Figure 1. Wiring heat map (run 1).
The die is cut into 23 by 17 equal tiles; black is low, pale yellow is high, scaled to the fullest tile. Values are wire area over tile area, all layers added.
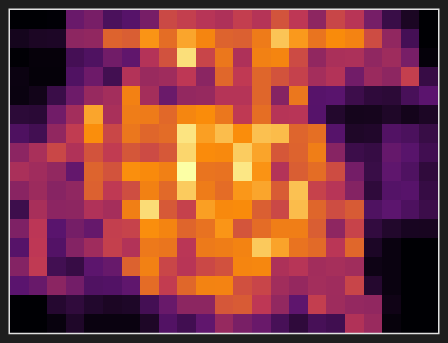
Figure 2. Cell outlines without signal wires (run 1).
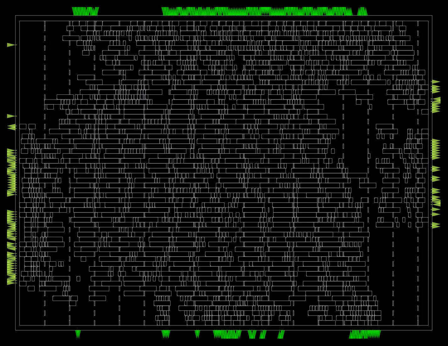
Figure 3. Metal layers overlaid (run 1).
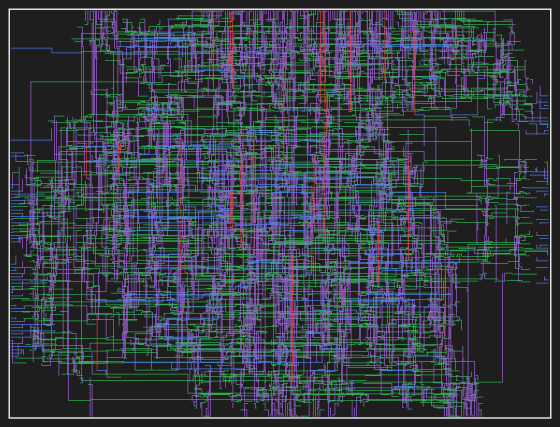
## config.mk

```make
export PLATFORM = sky130hd
export DESIGN_NAME = bus_controller_dbus_arbiter
export DESIGN_NICKNAME = d
export VERILOG_FILES = /design/src/rtl/mem_types_pkg.sv /design/src/rtl/bus_controller_dbus_req_q.sv /design/src/rtl/bus_controller_dbus_arbiter.sv
export SDC_FILE = /design/constraint.sdc
export NUM_CORES = 1
export LEC_CHECK = 0
export ABC_AREA = 1
export CORE_ASPECT_RATIO = 0.75
export CORE_MARGIN = 2
export CORE_UTILIZATION = 45
export CTS_BUF_LIST = sky130_fd_sc_hd__clkbuf_16
export DETAILED_ROUTE_END_ITERATION = 12
export GPL_TIMING_DRIVEN = 0
export PLACE_DENSITY = 0.74
export SLEW_MARGIN = 5
export SYNTH_ARGS = -nofsm -noshare
export SYNTH_HDL_FRONTEND = slang
export SYNTH_SLANG_ARGS = --single-unit
```

## constraint.sdc

```tcl
create_clock -name CLK -period 4.2 [get_ports CLK]
set_input_delay 0.63 -clock CLK [delete_from_list [all_inputs] [get_ports CLK]]
set_output_delay 0.63 -clock CLK [all_outputs]
set_load 0.01 [all_outputs]
```

## src/rtl/mem_types_pkg.sv

```systemverilog
// Shared memory-side types for the bus controller: RAM handshake states, address widths
// and the dbus request entry queued by the arbiter.
package mem_types_pkg;

    localparam int unsigned WORD_ADDR_SPACE_WIDTH           = 32;
    localparam int unsigned WORD_OFFSET_WIDTH               = 1;
    localparam int unsigned BLOCK_ADDR_SPACE_WIDTH          = WORD_ADDR_SPACE_WIDTH - WORD_OFFSET_WIDTH;
    localparam int unsigned BUS_CONTROLLER_DBUS_REQ_Q_DEPTH = 8;
    localparam int unsigned DBUS_MAX_CORES                  = 2;
    localparam int unsigned DBUS_CORE_ID_WIDTH              = $clog2(DBUS_MAX_CORES);

    typedef enum logic [1:0] {
        FREE   = 2'd0,
        BUSY   = 2'd1,
        ACCESS = 2'd2,
        ERROR  = 2'd3
    } ramstate_t;

    typedef struct packed {
        logic [DBUS_CORE_ID_WIDTH-1:0]     core;
        logic [BLOCK_ADDR_SPACE_WIDTH-1:0] block_addr;
        logic                              exclusive;
    } dbus_req_entry_t;

    typedef enum logic [1:0] {
        StIdle  = 2'd0,
        StRead0 = 2'd1,
        StRead1 = 2'd2,
        StResp  = 2'd3
    } dbus_arb_state_e;

    function automatic logic [WORD_ADDR_SPACE_WIDTH-1:0] dbus_word_addr(
        input logic [BLOCK_ADDR_SPACE_WIDTH-1:0] block_addr,
        input logic [WORD_OFFSET_WIDTH-1:0]      offset
    );
        return {block_addr, offset};
    endfunction

endpackage

```

## src/rtl/bus_controller_dbus_req_q.sv

```systemverilog
// Circular request FIFO between the dbus arbiter and the memory read engine.
// Pushes are dropped when full and pops are ignored when empty.
module bus_controller_dbus_req_q
    import mem_types_pkg::*;
#(
    parameter int unsigned Depth = BUS_CONTROLLER_DBUS_REQ_Q_DEPTH
) (
    input  logic            clk_i,
    input  logic            rst_i,
    input  logic            enq_i,
    input  dbus_req_entry_t enq_data_i,
    input  logic            deq_i,
    output dbus_req_entry_t deq_data_o,
    output logic            full_o,
    output logic            empty_o
);

    localparam int unsigned PtrW = (Depth > 1) ? $clog2(Depth) : 1;
    localparam int unsigned CntW = $clog2(Depth + 1);

    dbus_req_entry_t mem_q [Depth];
    logic [PtrW-1:0] wr_ptr_q, wr_ptr_d;
    logic [PtrW-1:0] rd_ptr_q, rd_ptr_d;
    logic [CntW-1:0] count_q, count_d;
    logic            full, empty;
    logic            do_enq, do_deq;

    function automatic logic [PtrW-1:0] ptr_inc(input logic [PtrW-1:0] p);
        return (p == PtrW'(Depth - 1)) ? '0 : p + PtrW'(1);
    endfunction

    assign full       = (count_q == CntW'(Depth));
    assign empty      = (count_q == '0);
    assign full_o     = full;
    assign empty_o    = empty;
    assign deq_data_o = mem_q[rd_ptr_q];
    assign do_enq     = enq_i & ~full;
    assign do_deq     = deq_i & ~empty;

    always_comb begin
        wr_ptr_d = wr_ptr_q;
        rd_ptr_d = rd_ptr_q;
        count_d  = count_q;
        if (do_enq) begin
            wr_ptr_d = ptr_inc(wr_ptr_q);
        end
        if (do_deq) begin
            rd_ptr_d = ptr_inc(rd_ptr_q);
        end
        case ({do_enq, do_deq})
            2'b10:   count_d = count_q + CntW'(1);
            2'b01:   count_d = count_q - CntW'(1);
            default: count_d = count_q;
        endcase
    end

    always_ff @(posedge clk_i or posedge rst_i) begin
        if (rst_i) begin
            wr_ptr_q <= '0;
            rd_ptr_q <= '0;
            count_q  <= '0;
        end else begin
            wr_ptr_q <= wr_ptr_d;
            rd_ptr_q <= rd_ptr_d;
            count_q  <= count_d;
        end
    end

    // Payload storage needs no reset; occupancy alone decides what is valid.
    always_ff @(posedge clk_i) begin
        if (do_enq) begin
            mem_q[wr_ptr_q] <= enq_data_i;
        end
    end

endmodule

```

## src/rtl/bus_controller_dbus_arbiter.sv

```systemverilog
// Dcache bus arbiter: grants one core per cycle into a request FIFO, snoops the other cores,
// then reads each queued block as two words. DBUS_ARBITER_FIXED_PRIORITY_EN selects fixed priority.
module bus_controller_dbus_arbiter
    import mem_types_pkg::*;
#(
    parameter int unsigned NUM_CORES = 2,
    parameter int unsigned Q_DEPTH   = BUS_CONTROLLER_DBUS_REQ_Q_DEPTH,
    localparam int unsigned CoreIdxW = (NUM_CORES > 1) ? $clog2(NUM_CORES) : 1
) (
    input  logic                                        CLK,
    input  logic                                        RST,
    input  logic [NUM_CORES-1:0]                        dbus_req_valid,
    input  logic [NUM_CORES*BLOCK_ADDR_SPACE_WIDTH-1:0] dbus_req_block_addr,
    input  logic [NUM_CORES-1:0]                        dbus_req_exclusive,
    output logic [NUM_CORES-1:0]                        dbus_req_ready,
    output logic [NUM_CORES-1:0]                        snoop_valid,
    output logic [BLOCK_ADDR_SPACE_WIDTH-1:0]           snoop_block_addr,
    output logic                                        snoop_exclusive,
    output logic                                        mem_ren,
    output logic [WORD_ADDR_SPACE_WIDTH-1:0]            mem_addr,
    input  ramstate_t                                   mem_state,
    input  logic [31:0]                                 mem_rdata,
    output logic                                        dbus_resp_valid,
    output logic [CoreIdxW-1:0]                         dbus_resp_core,
    output logic [BLOCK_ADDR_SPACE_WIDTH-1:0]           dbus_resp_block_addr,
    output logic                                        dbus_resp_exclusive,
    output logic [63:0]                                 dbus_resp_data
);

    logic [CoreIdxW-1:0]               grant_idx;
    logic [CoreIdxW-1:0]               cand;
    logic                              grant_any;
    logic [NUM_CORES-1:0]              grant_oh;
    logic                              xfer;
    logic [BLOCK_ADDR_SPACE_WIDTH-1:0] grant_addr;
    dbus_req_entry_t                   enq_entry;
    dbus_req_entry_t                   q_head;
    logic                              q_full, q_empty, deq;

    logic [NUM_CORES-1:0]              snoop_valid_q;
    logic [BLOCK_ADDR_SPACE_WIDTH-1:0] snoop_addr_q;
    logic                              snoop_excl_q;

    dbus_arb_state_e                   state_q, state_d;
    dbus_req_entry_t                   entry_q, entry_d;
    logic [31:0]                       word0_q, word0_d;
    logic [31:0]                       word1_q, word1_d;

    // ---------------------------------------------------------------- arbitration
`ifdef DBUS_ARBITER_FIXED_PRIORITY_EN
`else
    logic [CoreIdxW-1:0] rr_ptr_q;

    always_ff @(posedge CLK or posedge RST) begin
        if (RST) begin
            rr_ptr_q <= '0;
        end else if (xfer) begin
            rr_ptr_q <= (grant_idx == CoreIdxW'(NUM_CORES - 1)) ? '0 : grant_idx + CoreIdxW'(1);
        end
    end
`endif

    // Scan from lowest priority to highest so the last hit is the winner.
    always_comb begin
        grant_any = 1'b0;
        grant_idx = '0;
        cand      = '0;
        for (int k = NUM_CORES - 1; k >= 0; k--) begin
`ifdef DBUS_ARBITER_FIXED_PRIORITY_EN
            cand = CoreIdxW'(k);
`else
            cand = CoreIdxW'((int'(rr_ptr_q) + k) % int'(NUM_CORES));
`endif
            if (dbus_req_valid[cand]) begin
                grant_any = 1'b1;
                grant_idx = cand;
            end
        end
    end

    assign xfer       = grant_any & ~q_full & ~RST;
    assign grant_oh   = NUM_CORES'(1) << grant_idx;
    assign grant_addr = dbus_req_block_addr[int'(grant_idx)*BLOCK_ADDR_SPACE_WIDTH +:
                                            BLOCK_ADDR_SPACE_WIDTH];

    always_comb begin
        dbus_req_ready = '0;
        if (xfer) begin
            dbus_req_ready[grant_idx] = 1'b1;
        end
    end

    always_comb begin
        enq_entry            = '0;
        enq_entry.core       = DBUS_CORE_ID_WIDTH'(grant_idx);
        enq_entry.block_addr = grant_addr;
        enq_entry.exclusive  = dbus_req_exclusive[grant_idx];
    end

    bus_controller_dbus_req_q #(
        .Depth (Q_DEPTH)
    ) u_req_q (
        .clk_i      (CLK),
        .rst_i      (RST),
        .enq_i      (xfer),
        .enq_data_i (enq_entry),
        .deq_i      (deq),
        .deq_data_o (q_head),
        .full_o     (q_full),
        .empty_o    (q_empty)
    );

    // ---------------------------------------------------------------- snoop
    always_ff @(posedge CLK or posedge RST) begin
        if (RST) begin
            snoop_valid_q <= '0;
            snoop_addr_q  <= '0;
            snoop_excl_q  <= 1'b0;
        end else begin
            snoop_valid_q <= xfer ? ~grant_oh : '0;
            if (xfer) begin
                snoop_addr_q <= grant_addr;
                snoop_excl_q <= dbus_req_exclusive[grant_idx];
            end
        end
    end

    assign snoop_valid      = snoop_valid_q;
    assign snoop_block_addr = snoop_addr_q;
    assign snoop_exclusive  = snoop_excl_q;

    // ---------------------------------------------------------------- memory read engine
    always_comb begin
        state_d              = state_q;
        entry_d              = entry_q;
        word0_d              = word0_q;
        word1_d              = word1_q;
        deq                  = 1'b0;
        mem_ren              = 1'b0;
        mem_addr             = '0;
        dbus_resp_valid      = 1'b0;
        dbus_resp_core       = '0;
        dbus_resp_block_addr = '0;
        dbus_resp_exclusive  = 1'b0;
        dbus_resp_data       = '0;
        unique case (state_q)
            StIdle: begin
                if (!q_empty) begin
                    deq     = 1'b1;
                    entry_d = q_head;
                    state_d = StRead0;
                end
            end
            StRead0: begin
                mem_ren  = 1'b1;
                mem_addr = dbus_word_addr(entry_q.block_addr, 1'b0);
                // FREE/BUSY wait, ERROR simply keeps the same word on the bus.
                if (mem_state == ACCESS) begin
                    word0_d = mem_rdata;
                    state_d = StRead1;
                end
            end
            StRead1: begin
                mem_ren  = 1'b1;
                mem_addr = dbus_word_addr(entry_q.block_addr, 1'b1);
                if (mem_state == ACCESS) begin
                    word1_d = mem_rdata;
                    state_d = StResp;
                end
            end
            StResp: begin
                dbus_resp_valid      = 1'b1;
                dbus_resp_core       = CoreIdxW'(entry_q.core);
                dbus_resp_block_addr = entry_q.block_addr;
                dbus_resp_exclusive  = entry_q.exclusive;
                dbus_resp_data       = {word1_q, word0_q};
                state_d              = StIdle;
            end
            default: state_d = StIdle;
        endcase
    end

    always_ff @(posedge CLK or posedge RST) begin
        if (RST) begin
            state_q <= StIdle;
            entry_q <= '0;
            word0_q <= '0;
            word1_q <= '0;
        end else begin
            state_q <= state_d;
            entry_q <= entry_d;
            word0_q <= word0_d;
            word1_q <= word1_d;
        end
    end

endmodule

```

==> reports/qor.yml, run 1 <==
clock_skew_ns: 0.0219
cts_hold_buf: 0
dp_hpwl_um: 34100
most_common_cell: "nand2_1"
flop_cell: "edfxtp_1"
first_pass_iters: 5
numClockSinks: 408
synth_chip_area_sq_um: 17400
numSynthFlops: 408
seqCellArea_sq_um: 11500
worstSetupEndpointType: "output port"
drive_above_1_share_pct: 6.65
worst_ep_arrival_time_ns: 3.35
cts_tree: "built"
ys_cells: 1779
holdWs_ns: 0.481
antenna_found_initial: 0
gp_congestion: 0.848
preCtsSetupSlack_ns: 0.681
synth_warnings: 0
die_h_um: 174
syn_inst: 1779
synth.avg_cell_area_sq_um: 9.80
htreeDepth: 2
grt_pass1_wl_um: 75000
hold_class: "reg2reg"
core_sq_um: 38200
layout_setup_ws_ns: 0.218
min_period_ns: 3.98
clk_pin_slew_ns: 0.06
via_per_inst: 5.14
clk_latency_ns: 0.56
ios: 269
outcome: "finished, final reports clean"
instances_no_fill: 2647
async_flop_share_pct: 35.3
path_max_fanout: 10
drtIter0Drc: 1479
warning_count: 31
worst-setup-path-type: "reg2out"
antenna_cells: 0
ant_nets: 0
tns_ns: 0
top_cell_area_share_pct: 45.5
synth_cell_type_count: 25
comb_area_sq_um: 4650
About Figure 1:
fullest tile	0.48
densest ninth of the die	center
tiles over half the peak	40%

About Figure 2:
fill count: 3099
final core utilization: 58.6%
Seq area share: 51.4%
Tap Count: 512

About Figure 3:
layer	color	wire length
metal 2	purple	22.4 mm
metal 1	green	21.5 mm
metal 4	red	1340 um
metal 3	blue	4290 um
total routed wirelength: 49400 um
Total GRT Usage: 24.5%

## run 1: cell type report
type	instances	share of cell area, %
multi-input cells	1062	20.7
repair buffers	280	13.1
inverters	214	3.60
well taps	512	2.86
clock buffers	41	4.58
clock inverters	35	1.40
flip-flops and latches	408	51.4
plain buffers	95	2.24
## run 1: logic make-up (layout without fill, tap and decap cells)
group                    Yosys count  after routing  synth area share, %
buffers and inverters            309            665                 7.49
AND/OR/NAND/NOR                  837            837                 18.8
XOR/XNOR                           2              2                0.101
AND-OR/OR-AND                    211            211                 6.58
adder cells (fa/ha/maj)           12             12                0.862
flip-flops                       408            408                 66.2
## run 1: registers in the layout, summed over array words and instances, names as in the netlist
name / count
snoop_valid: 2
snoop_block_addr: 31
u_req_q.rd_ptr_q: 3
word0_q: 32
u_req_q.mem_q: 264
state_q: 2
rr_ptr_q: 1
u_req_q.count_q: 4
entry_q: 33
u_req_q.wr_ptr_q: 3
snoop_exclusive: 1
word1_q: 32
## run 1: report_power, final
| group | internal [W] | total (W) | switching [W] | leakage, nW |
|---|---|---|---|---|
| registers | 0.00528 | 0.00574 | 0.000459 | 4.19 |
| logic | 0.00220 | 0.00595 | 0.00375 | 5.04 |
| clock network | 0.00210 | 0.00365 | 0.00155 | 0.702 |
## run 1: placed cells by master, fill, tap and decap left out, types with 10 or more instances in the layout
master / n
nand2_1: 480
clkdlybuf4s50_1: 268
edfxtp_1: 264
nor2_1: 244
inv_1: 222
o21ai_0: 163
dfrtp_1: 144
nand3_1: 103
clkbuf_16: 41
buf_2: 38
clkbuf_1: 33
o211ai_1: 33
ha_1: 12
o21ai_1: 10
buf_6: 10
## run 1: worst max-delay path, cell delays in order, from the launching register on
cell and delay [ns]:
dfrtp_1 0.40, inv_1 0.10, ha_1 0.27, o21ai_0 0.50, clkbuf_1 0.86, nor2_1 0.10, clkdlybuf4s50_1 0.56
## run 1: final timing paths
| path | start | end | slack [ns] | cells after the start |
|---|---|---|---|---|
| worst max register to register | u_req_q.count_q[0]$_DFFE_PP0P_ | u_req_q.count_q[2]$_DFFE_PP0P_ | 1.21 | 13 |
| worst max-delay path | state_q[0]$_DFFE_PP0P_ | mem_addr[2] | 0.22 | 6 |
| worst min-delay path | snoop_block_addr[28]$_DFFE_PP0N_ | snoop_block_addr[28]$_DFFE_PP0N_ | 0.48 | 2 |
| min in group asynchronous | RST | snoop_block_addr[28]$_DFFE_PP0N_ | 0.54 | 2 |
| max in group asynchronous | RST | entry_q[11]$_DFFE_PP0P_ | 2.62 | 5 |
| worst min register to register | snoop_block_addr[28]$_DFFE_PP0N_ | snoop_block_addr[28]$_DFFE_PP0N_ | 0.48 | 2 |
## run 1: metal layers
metal / vias up / track usage (%) / part of all wire [%]
met5: - / 0 / 0
met4: 0 / 7.88 / 2.7
met3: 93 / 3.79 / 8.7
met2: 646 / 37.4 / 45
met1: 6479 / 36.0 / 43
li1: 6384 / - / -
## run 1: repair_timing
item                       4_1_cts  5_1_grt
resized                          0        4
hold endpoints to repair         0        0
buffers inserted                 0        0
setup endpoints to repair        0       10
Figure 4. Metal 1 (run 1).
Supply wires on this layer in gray.
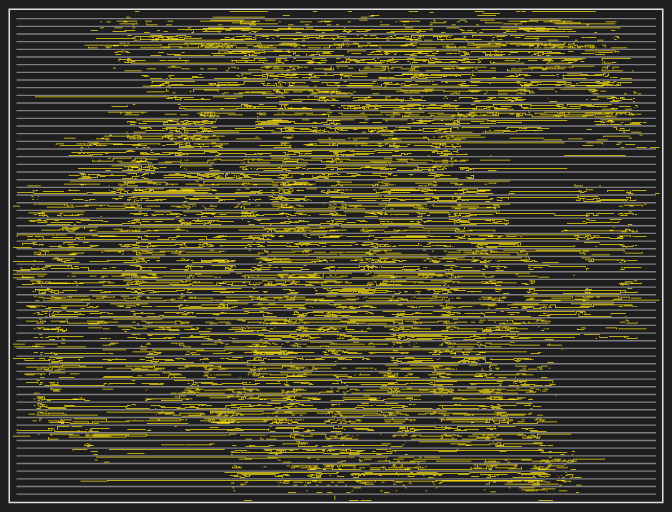

==> run 2, diff against run 1 <==
- ABC_AREA: 1 -> 0
- CAP_MARGIN: default -> 5
- GPL_ROUTABILITY_DRIVEN: default -> 0
- PLACE_DENSITY: 0.74 -> 0.75
Figure 5. Metal 1 (run 2).
Supply wires on this layer in gray.
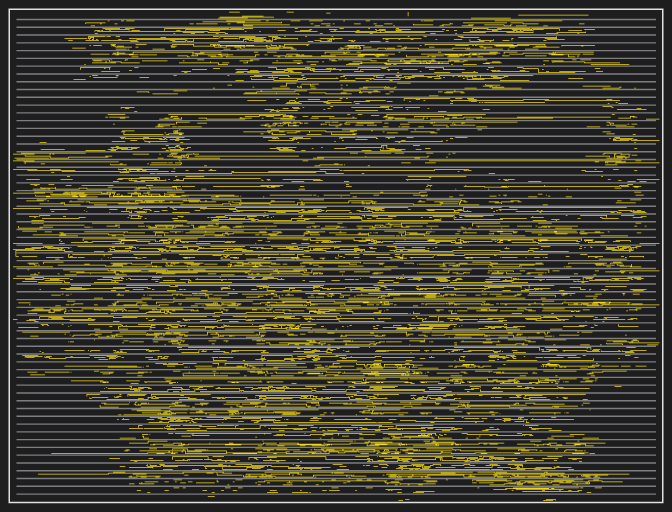
share of all routed wire	43%
longest straight run	84.6 um
nets with wire on the layer	1411
met1 Use GR: 30.0%
Via Count: 10417

Figure 6. Cell classes on the final placement (run 2).
Bar = 50 um. Fill, decap, tap and diode cells in gray.
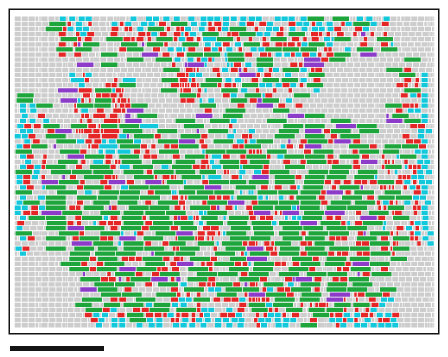
class	color	cells
combinational and other logic	red	600
other buffers and delay cells	cyan	356
flops	green	408
clock drivers and dummy loads	purple	77

==> reports/qor.yml, run 2 <==
outcome: "finished, final reports clean"
postCtsSetupBuffers: 0
layout_top_cell: "clkdlybuf4s50_1"
adder_share_pct: 0.887
cts_tree: "built"
switching_share_pct: 32.8
seqPwrFrac_pct: 37.5
clk_latency_ns: 0.54
synth_chip_area_sq_um: 16900
antenna_found_initial: 0
worst_path_max_delay_cell: "ha_1"
track_usage_pct: 22.0
net-switching-power_w: 0.00503
port_buffers: 268
pwr-share-clk_pct: 25.3
drive_above_1_share_pct: 23.2
preCtsSetupSlack_ns: 0.412
flop_cell: "edfxtp_1"
worstPathCellList: "ha_1, clkbuf_1, clkbuf_1, and2_1, clkdlybuf4s50_1"
async_flop_share_pct: 35.3
ys_sh_aoi_pct: 4.73
syn_inst: 1071
clock_skew_ns: 0.0230
synth.avg_cell_area_sq_um: 15.8
drtIter0Drc: 844
top_area_cell: "edfxtp_1"
worst-setup-path-type: "reg2out"
htreeDepth: 2
core_sq_um: 37100
numClockSinks: 408
instances_no_fill: 1947
ys_cells: 1071
worstSetupEndpointType: "output port"
holdWs_ns: 0.487
nets: 1522
numSynthFlops: 408
path_max_fanout: 10
muxShareOfSynthArea_pct: 17.0
synth_cell_type_count: 42
comb_power_share_pct: 37.2
cp-start-kind: "flop"
via_per_inst: 5.35
xor_share_pct: 0.259
largest_reg_flops: 264
synth_warnings: 0
path_buffers: 3
min_period_ns: 3.92
ant_nets: 0
ys_sh_simple_pct: 6.93
die_h_um: 172
internal_power_w: 0.0103
wirelength_um: 43500
dp_hpwl_um: 30700
crit_family: "buffers and inverters"
max_stage_delay_ns: 0.62
clk_pin_slew_ns: 0.06
grt_pass1_wl_um: 64700
drc: 0
crit_path_frequent_cell: "clkbuf_1"
logic_family: "multiplexers"
most_common_cell: "edfxtp_1"
worst_ep_arrival_time_ns: 3.29
cts_hold_buf: 0
first_pass_iters: 5
top_cell_area_share_pct: 46.8
final_cell_mix: "268 x clkdlybuf4s50_1, 264 x edfxtp_1, 197 x mux2_2, 144 x dfrtp_1, 129 x and2_1"
layout_setup_ws_ns: 0.283
warning_count: 31
hold_class: "reg2reg"
largest_registers: "u_req_q.mem_q: 264 flops, entry_q: 33 flops"
-- run 2: cell count changes in the layout (fill, tap and decap cells not counted), sizes merged, moves of 26 or more --
| cell | previous run | this run |
|---|---|---|
| inv | 229 | 10 |
| mux2 | 0 | 197 |
| nand2 | 480 | 45 |
| a22oi | 0 | 26 |
| o211ai | 33 | 0 |
| nand3 | 103 | 0 |
| o221ai | 0 | 26 |
| and2 | 0 | 129 |
| o21ai | 174 | 35 |
| mux2i | 0 | 66 |
| nor2 | 252 | 9 |
-- run 2: kinds of logic (layout without fill, tap and decap cells) --
kind of cell	after synthesis	count (layout)
AOI/OAI and AO/OA	111	111
xor gates and xnor gates	5	5
adders and majority gates	12	12
buffers and inverters	69	439
DFF	408	408
muxes	263	263
other	0	2
and+or+nand+nor	203	203
-- run 2: tightest hold or removal path: cells and delay by family (launching register included) --
family | cells | cell delay, ns
AND-OR/OR-AND | 1 | 0.06
flip-flops | 1 | 0.35
AND/OR/NAND/NOR | 1 | 0.05
-- run 2: layer usage --
metal / global-route usage, % / part of all wire (%) / vias to the layer above
met2: 35.1 / 47 / 391
met3: 5.31 / 7.8 / 55
met4: 6.79 / 2.3 / 0
li1: - / - / 4669
met5: 0 / 0 / -
met1: 30.0 / 43 / 5302
-- run 2: power by group through the flow --
stage	Clock [W]	Sequential [W]	Combinational (W)
3_5_place_dp	0	0.00584	0.00571
6_report	0.00388	0.00576	0.00571
5_1_grt	0.00412	0.00586	0.00613
3_3_place_gp	0	0.00579	0.00546
4_1_cts	0.00396	0.00576	0.00574
2_1_floorplan	0	0.00570	0.00315
-- run 2: worst paths after layout --
check	slack [ns]	cells after the start	end	startpoint
min in group asynchronous	0.51	2	word0_q[28]$_DFFE_PP0P_	RST
worst max-delay path	0.28	5	dbus_resp_data[36]	state_q[0]$_DFFE_PP0P_
max in group asynchronous	2.69	5	entry_q[5]$_DFFE_PP0P_	RST
worst min-delay path	0.49	2	entry_q[11]$_DFFE_PP0P_	entry_q[11]$_DFFE_PP0P_
worst max register to register	0.86	13	u_req_q.count_q[2]$_DFFE_PP0P_	u_req_q.count_q[1]$_DFFE_PP0P_
worst min register to register	0.49	2	entry_q[11]$_DFFE_PP0P_	entry_q[11]$_DFFE_PP0P_
-- run 2: stage by stage --
step                      TNS (ns)  utilization [%]
after floorplan                  0                -
after global placement     -456.46             54.6
after detailed placement         0             55.7
after CTS                        0             59.6
after global routing             0             59.6
final                            0             59.6
-- run 2: area by class of cell --
class	count	area (sq um)
Clock buffer	43	1080
Tap cell	504	631
Fill cell	2870	15000
Inverter	6	26.3
Buffer	63	328
Timing Repair Buffer	293	3040
Sequential cell	408	11500
Antenna cell	2	5.00
Clock inverter	34	364
Multi-Input combinational cell	594	5110
-- run 2: repair_timing --
| action | 4_1_cts | 5_1_grt |
|---|---|---|
| endpoints found under the hold margin | 0 | 0 |
| resized | 0 | 8 |
| setup endpoints to repair | 0 | 25 |
Figure 7. Wiring heat map (run 2).
The die is cut into 23 by 17 equal tiles; black is low, pale yellow is high, scaled to the fullest tile. Values are wire area over tile area, all layers added.
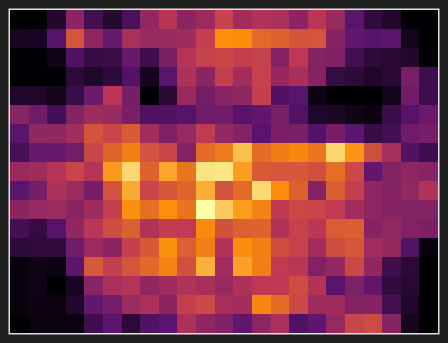

==> run 3, diff against run 2 <==
--- a/constraint.sdc
+++ b/constraint.sdc
@@ -3,2 +3,2 @@
 set_output_delay 0.63 -clock CLK [all_outputs]
-set_load 0.01 [all_outputs]
+set_load 0.005 [all_outputs]
Figure 8. Wiring heat map (run 3).
The die is cut into 23 by 17 equal tiles; black is low, pale yellow is high, scaled to the fullest tile. Values are wire area over tile area, all layers added.
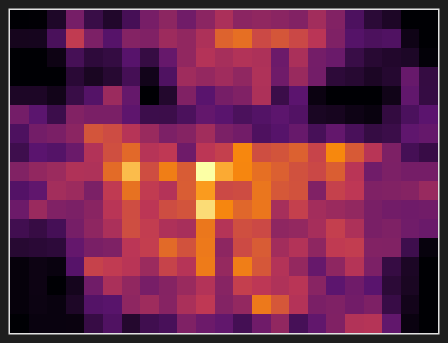
total routed wirelength: 43600 um
Via Count: 10480
Total GRT Usage: 22.0%
wire per inst: 22.4 um

Figure 9. Metal 1 (run 3).
Supply wires on this layer in gray.
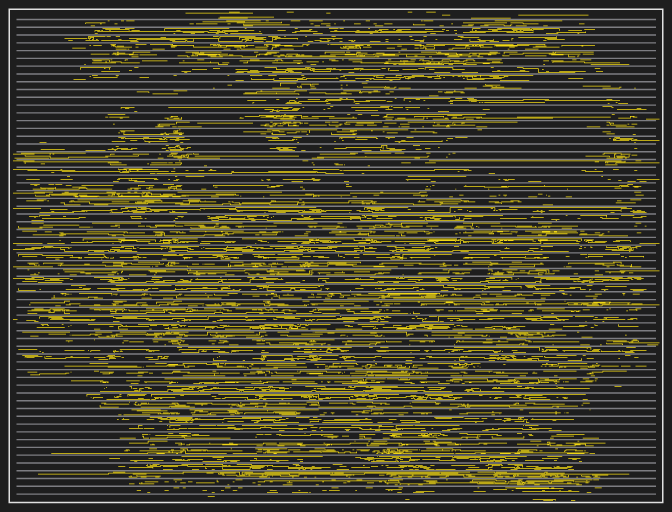
wire length on this layer	18900 um
nets with wire on the layer	1410

==> reports/qor.yml, run 3 <==
ys_cells: 1071
final_cell_mix: "268 x clkdlybuf4s50_1, 264 x edfxtp_1, 197 x mux2_2, 144 x dfrtp_1, 129 x and2_1"
cts_resized: 0
async_flop_share_pct: 35.3
synth-edff-count: 264
htreeDepth: 2
top_area_cell: "edfxtp_1"
clk_pin_slew_ns: 0.06
top_cell_area_share_pct: 46.8
numSynthFlops: 408
drive_above_1_share_pct: 23.1
die_h_um: 172
drtIter0Drc: 826
cp-start-kind: "flop"
synth.avg_cell_area_sq_um: 15.8
dp_hpwl_um: 30700
clock_tree.buffer_depth: 3
synth_warnings: 0
grt_pass1_wl_um: 64700
core_sq_um: 37100
postCtsSetupBuffers: 0
comb_area_sq_um: 5110
warning_count: 31
flop_cell: "edfxtp_1"
most_common_cell: "edfxtp_1"
seqCellArea_sq_um: 11500
adder_share_pct: 0.887
worstSetupEndpointType: "output port"
nets: 1522
syn_inst: 1071
tns_ns: 0
clk_latency_ns: 0.54
layout_top_cell: "clkdlybuf4s50_1"
synth_chip_area_sq_um: 16900
grt-ovfl-total: 0
xor_share_pct: 0.259
muxShareOfSynthArea_pct: 17.0
fillerInstances: 2868
drc: 0
holdWs_ns: 0.487
first_pass_iters: 7
ys_sh_simple_pct: 6.93
path_max_fanout: 10
via_per_inst: 5.38
clock_skew_ns: 0.0245
outcome: "finished, final reports clean"
antenna_found_initial: 0
logic_family: "multiplexers"
largest_reg_flops: 264
synth_cell_type_count: 42
rsz0062_at_grt: "false"
grt_pass1_vias: 10741
ys_sh_aoi_pct: 4.73
worst-setup-path-type: "reg2out"
numClockSinks: 408
ios: 269
min_period_ns: 4.06
finalHoldViolCount: 0
-- run 3: cell counts after synthesis --
No cell type changed its count.
-- run 3: path summary, 6_finish.rpt --
check                                                from                             end  slack [ns]  depth (start not counted)
setup / recovery                   state_q[0]$_DFFE_PP0P_                    mem_addr[16]        0.14                          6
hold / removal                    entry_q[11]$_DFFE_PP0P_         entry_q[11]$_DFFE_PP0P_        0.49                          2
setup reg to reg           u_req_q.count_q[1]$_DFFE_PP0P_  u_req_q.count_q[2]$_DFFE_PP0P_        0.93                         13
hold reg to reg                   entry_q[11]$_DFFE_PP0P_         entry_q[11]$_DFFE_PP0P_        0.49                          2
max in group asynchronous                             RST          entry_q[5]$_DFFE_PP0P_        2.69                          5
min in group asynchronous                             RST         word0_q[28]$_DFFE_PP0P_        0.51                          2
-- run 3: where the power goes --
part	leakage (nW)	total [W]	internal, W	switching, W
Clock	0.716	0.00389	0.00235	0.00153
Sequential	4.12	0.00576	0.00526	0.000498
Combinational	3.40	0.00551	0.00270	0.00281
Total	8.23	0.0152	0.0103	0.00484
-- run 3: logic make-up after synthesis --
| logic type | after synthesis |
|---|---|
| AND/OR/NAND/NOR | 203 |
| adder cells (fa/ha/maj) | 12 |
| AND-OR/OR-AND | 111 |
| XOR/XNOR | 5 |
| flip-flops | 408 |
| multiplexers | 263 |
| buffers and inverters | 69 |
-- run 3: area by class of cell --
class                      instances  area share, %
sequential                       408           52.2
clock buffer                      43           4.87
clock inverter                    34           1.65
multi-input combinational        594           23.1
antenna                            2         0.0226
tap                              504           2.85
timing repair buffer             293           13.8
buffer                            63           1.48
inverter                           6          0.119
-- run 3: per-stage QoR --
step | util (%) | worst slack (ns) | cells
floorplan | - | 0.0413 | 1071
global placement | 54.6 | -2.80 | 1843
detailed placement | 55.7 | 0.412 | 1868
CTS | 59.6 | 0.0887 | 1945
global route | 59.6 | 0.0238 | 1945
finish | 59.6 | 0.142 | 1947
-- run 3: layer usage --
metal  global-route usage, %  up-vias  routed length, um
li1                        -     4660                  -
met1                    30.0     5360              18900
met2                    35.1      399              20400
met3                    5.31       61               3310
met4                    6.79        0               1080
met5                       0        -                  0
-- run 3: worst max-delay path, cell delays in order, from the launching register on --
cell             delay [ns]
dfrtp_1                0.39
inv_1                  0.09
ha_1                   0.34
nor2b_1                0.60
clkbuf_1               0.72
and2_1                 0.26
clkdlybuf4s50_1        0.51
No activity file was given, so power comes from the tool's default toggle rates.
